Fig. 1: track usage over the die
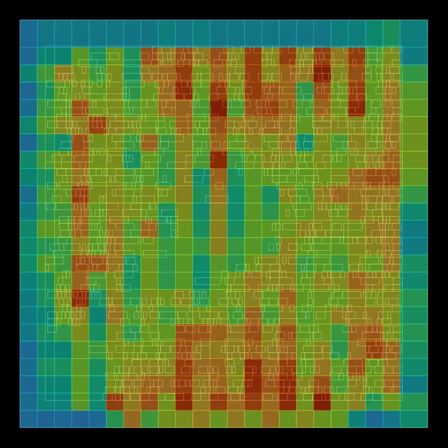
Fig. 2: metal 4
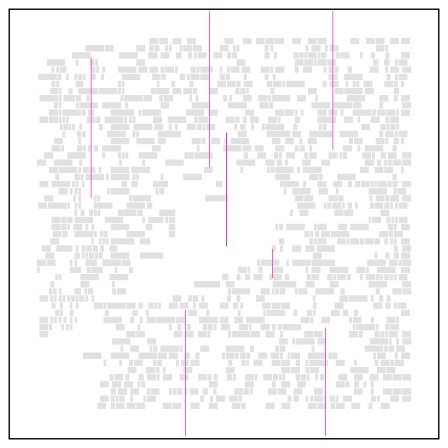
Fig. 3: clock network drawn from the DEF
The bar under the picture is 50 microns long.
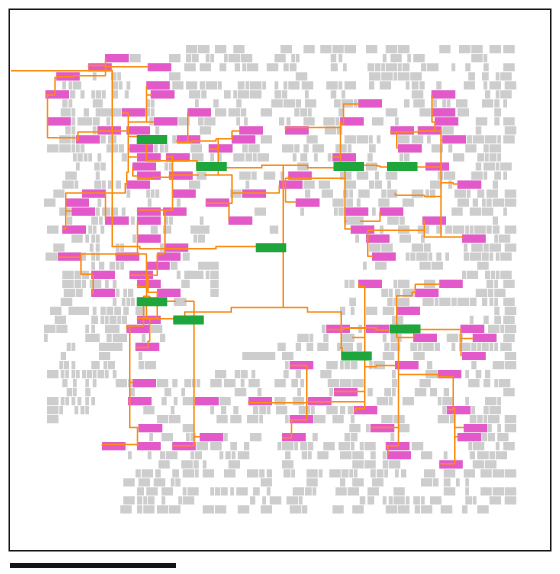
### config.mk
export PLATFORM = sky130hd
export DESIGN_NAME = cpri_tx_arb
export DESIGN_NICKNAME = d
export VERILOG_FILES = /design/src/rtl/cpri_tx_arb.sv
export SDC_FILE = /design/constraint.sdc
export NUM_CORES = 1
export LEC_CHECK = 0
export ABC_AREA = 1
export CAP_MARGIN = 20
export CELL_PAD_IN_SITES_DETAIL_PLACEMENT = 0
export CELL_PAD_IN_SITES_GLOBAL_PLACEMENT = 1
export CORE_MARGIN = 10
export CORE_UTILIZATION = 26
export DETAILED_ROUTE_END_ITERATION = 8
export PLACE_DENSITY_LB_ADDON = 0.2
export SYNTH_ARGS = -nofsm -noshare
export SYNTH_HDL_FRONTEND = slang
export SYNTH_SLANG_ARGS = --single-unit
### constraint.sdc
create_clock -name clk -period 5.8 [get_ports clk]
set_input_delay 0.58 -clock clk [delete_from_list [all_inputs] [get_ports clk]]
set_output_delay 0.58 -clock clk [all_outputs]
set_load 0.01 [all_outputs]
### src/rtl/cpri_tx_arb.sv
// Round-robin arbiter sharing the CPRI TX buffer write port among NUM_CH lanes.
// Sequences the granted lane's latency-1 buffer reads and forwards words as a write burst.
module cpri_tx_arb #(
  parameter int NUM_CH  = 4,
  parameter int BLK_LEN = 96,
  parameter int GAP_CYC = 2
) (
  input  logic                   clk,
  input  logic                   rst,
  input  logic                   i_en,
  input  logic [NUM_CH-1:0]      i_req,
  input  logic [NUM_CH*64-1:0]   i_rd_data,
  output logic [NUM_CH-1:0]      o_rd_en,
  output logic [6:0]             o_rd_addr,
  output logic [NUM_CH-1:0]      o_done,
  output logic                   o_busy,
  output logic                   o_cpri_wen,
  output logic [6:0]             o_cpri_waddr,
  output logic [63:0]            o_cpri_wdata,
  output logic                   o_cpri_wlast,
  output logic [2:0]             o_cpri_chn
);

  localparam int GW = (GAP_CYC < 2) ? 1 : $clog2(GAP_CYC);
  localparam logic [6:0] LAST_ADDR = 7'(BLK_LEN - 1);
  localparam logic [3:0] NUM_CH_4  = 4'(NUM_CH);

  typedef enum logic [1:0] {S_IDLE, S_RD, S_GAP} state_t;

  state_t              r_state;
  state_t              w_state_nxt;
  logic [2:0]          r_gnt;
  logic [2:0]          r_rr_ptr;
  logic [6:0]          r_cnt;
  logic [GW-1:0]       r_gap;

  logic                r_s1_vld;
  logic [6:0]          r_s1_addr;
  logic [2:0]          r_s1_gnt;
  logic                r_s1_last;

  logic                r_wen;
  logic [6:0]          r_waddr;
  logic [63:0]         r_wdata;
  logic                r_wlast;
  logic [2:0]          r_chn;
  logic [NUM_CH-1:0]   r_done;

  logic [NUM_CH-1:0]   w_rot;
  logic                w_found;
  logic [2:0]          w_off;
  logic [3:0]          w_sum;
  logic [2:0]          w_sel;
  logic [2:0]          w_ptr_nxt;
  logic [NUM_CH-1:0]   w_gnt_oh;
  logic [NUM_CH-1:0]   w_s1_gnt_oh;
  logic [63:0]         w_rd_word;
  logic                w_gnt_ld;
  logic                w_last_rd;
  logic [NUM_CH-1:0]   w_rd_en;
  logic [6:0]          w_rd_addr;

  // Rotate requests so bit 0 is the lane at rr_ptr; the lowest set bit wins.
  assign w_rot = NUM_CH'({i_req, i_req} >> r_rr_ptr);

  always_comb begin
    w_found = 1'b0;
    w_off   = '0;
    for (int i = NUM_CH - 1; i >= 0; i--) begin
      if (w_rot[i]) begin
        w_found = 1'b1;
        w_off   = 3'(i);
      end
    end
  end

  assign w_sum     = {1'b0, r_rr_ptr} + {1'b0, w_off};
  assign w_sel     = (w_sum >= NUM_CH_4) ? 3'(w_sum - NUM_CH_4) : w_sum[2:0];
  assign w_ptr_nxt = (w_sel == 3'(NUM_CH - 1)) ? 3'd0 : w_sel + 3'd1;

  always_comb begin
    w_gnt_oh    = '0;
    w_s1_gnt_oh = '0;
    w_rd_word   = '0;
    for (int k = 0; k < NUM_CH; k++) begin
      w_gnt_oh[k]    = (r_gnt == 3'(k));
      w_s1_gnt_oh[k] = (r_s1_gnt == 3'(k));
      if (r_s1_gnt == 3'(k)) w_rd_word = i_rd_data[k*64 +: 64];
    end
  end

  always_ff @(posedge clk) begin
    if (rst) r_state <= S_IDLE;
    else     r_state <= w_state_nxt;
  end

  always_comb begin
    w_state_nxt = r_state;
    w_gnt_ld    = 1'b0;
    w_last_rd   = 1'b0;
    w_rd_en     = '0;
    w_rd_addr   = '0;
    case (r_state)
      S_IDLE: begin
        if (i_en && w_found) begin
          w_gnt_ld    = 1'b1;
          w_state_nxt = S_RD;
        end
      end
      S_RD: begin
        w_rd_en   = w_gnt_oh;
        w_rd_addr = r_cnt;
        if (r_cnt == LAST_ADDR) begin
          w_last_rd   = 1'b1;
          w_state_nxt = S_GAP;
        end
      end
      S_GAP: begin
        if (r_gap == '0) w_state_nxt = S_IDLE;
      end
      default: w_state_nxt = S_IDLE;
    endcase
  end

  always_ff @(posedge clk) begin
    if (rst) begin
      r_gnt     <= '0;
      r_rr_ptr  <= '0;
      r_cnt     <= '0;
      r_gap     <= '0;
      r_s1_vld  <= 1'b0;
      r_s1_addr <= '0;
      r_s1_gnt  <= '0;
      r_s1_last <= 1'b0;
      r_wen     <= 1'b0;
      r_waddr   <= '0;
      r_wdata   <= '0;
      r_wlast   <= 1'b0;
      r_chn     <= '0;
      r_done    <= '0;
    end else begin
      if (w_gnt_ld) begin
        r_gnt    <= w_sel;
        r_rr_ptr <= w_ptr_nxt;
        r_cnt    <= '0;
      end else if (r_state == S_RD && !w_last_rd) begin
        r_cnt <= r_cnt + 7'd1;
      end

      if (w_last_rd)                          r_gap <= GW'(GAP_CYC - 1);
      else if (r_state == S_GAP && r_gap != '0) r_gap <= r_gap - 1'b1;

      // Stage 1: lane read data arrives while these are held.
      r_s1_vld  <= |w_rd_en;
      r_s1_addr <= w_rd_addr;
      r_s1_gnt  <= r_gnt;
      r_s1_last <= w_last_rd;

      // Stage 2: outputs are forced to zero outside a write.
      r_wen   <= r_s1_vld;
      r_waddr <= r_s1_vld ? r_s1_addr : '0;
      r_wdata <= r_s1_vld ? w_rd_word : '0;
      r_chn   <= r_s1_vld ? r_s1_gnt : '0;
      r_wlast <= r_s1_vld & r_s1_last;
      r_done  <= (r_s1_vld & r_s1_last) ? w_s1_gnt_oh : '0;
    end
  end

  assign o_rd_en      = w_rd_en;
  assign o_rd_addr    = w_rd_addr;
  assign o_busy       = (r_state != S_IDLE);
  assign o_done       = r_done;
  assign o_cpri_wen   = r_wen;
  assign o_cpri_waddr = r_waddr;
  assign o_cpri_wdata = r_wdata;
  assign o_cpri_wlast = r_wlast;
  assign o_cpri_chn   = r_chn;

endmodule
==> impl_metrics.csv <==
group,metric,value,unit
status,outcome,"completed",
clocking,clk_pin_slew,0.08,ns
worst_setup_path,end_kind,"register",
drt,highest_layer,"met4",
global_routing,first_global_vias,5901,
synth,topCombFamilyByArea,"simple AND/OR/NAND/NOR gates",
worst_setup_path,r2r_start,"r_s1_gnt[0]$_SDFF_PP0_",
finish,num_antenna_cells,0,
finish,clkCellAreaFrac,0.0328,
worst_setup_path,crit_start,"r_s1_gnt[0]$_SDFF_PP0_",
synth,compound_area_frac,0.151,
finish,seq-cell-share,0.237,
timing,worst_pin_slew,1.07,ns
finish,post-route-cell-area,0.00910,sq mm
worst_setup_path,cp_slowest_cell,"nor3_4",
timing,finalHoldViolCount,0,
power_and_ir_drop,p_switching,0.000763,W
power_and_ir_drop,total_power,0.00224,W
power_and_ir_drop,seq-power,0.000808,W
min_path,hp-class,"reg -> reg",
worst_setup_path,max_stage_delay,0.97,ns
## Picture notes: Fig. 1
M1 GR Usage: 0.216
GR Util met2: 0.345
GRT Total Usage: 0.190
utilization after layout: 0.451

## Picture notes: Fig. 2
nets with wire on the layer: 6
longest straight run: 59.2 microns
share of all routed wire: 1.2%
wire length on this layer: 307 microns
Routed WL: 26500 microns
via count: 6100

## Picture notes: Fig. 3
[cells driving clock nets] green | count: 9
[flip-flops] magenta | count: 108
[clock wires] orange | length: 1520 microns
routed clock nets: 10
Clk Latency, worst-skew pair: 0.35 ns
Setup Skew: 0.00720 ns
clock power share: 0.278
clk pwr: 0.000624 W

No activity file was given, so power comes from the tool's default toggle rates.
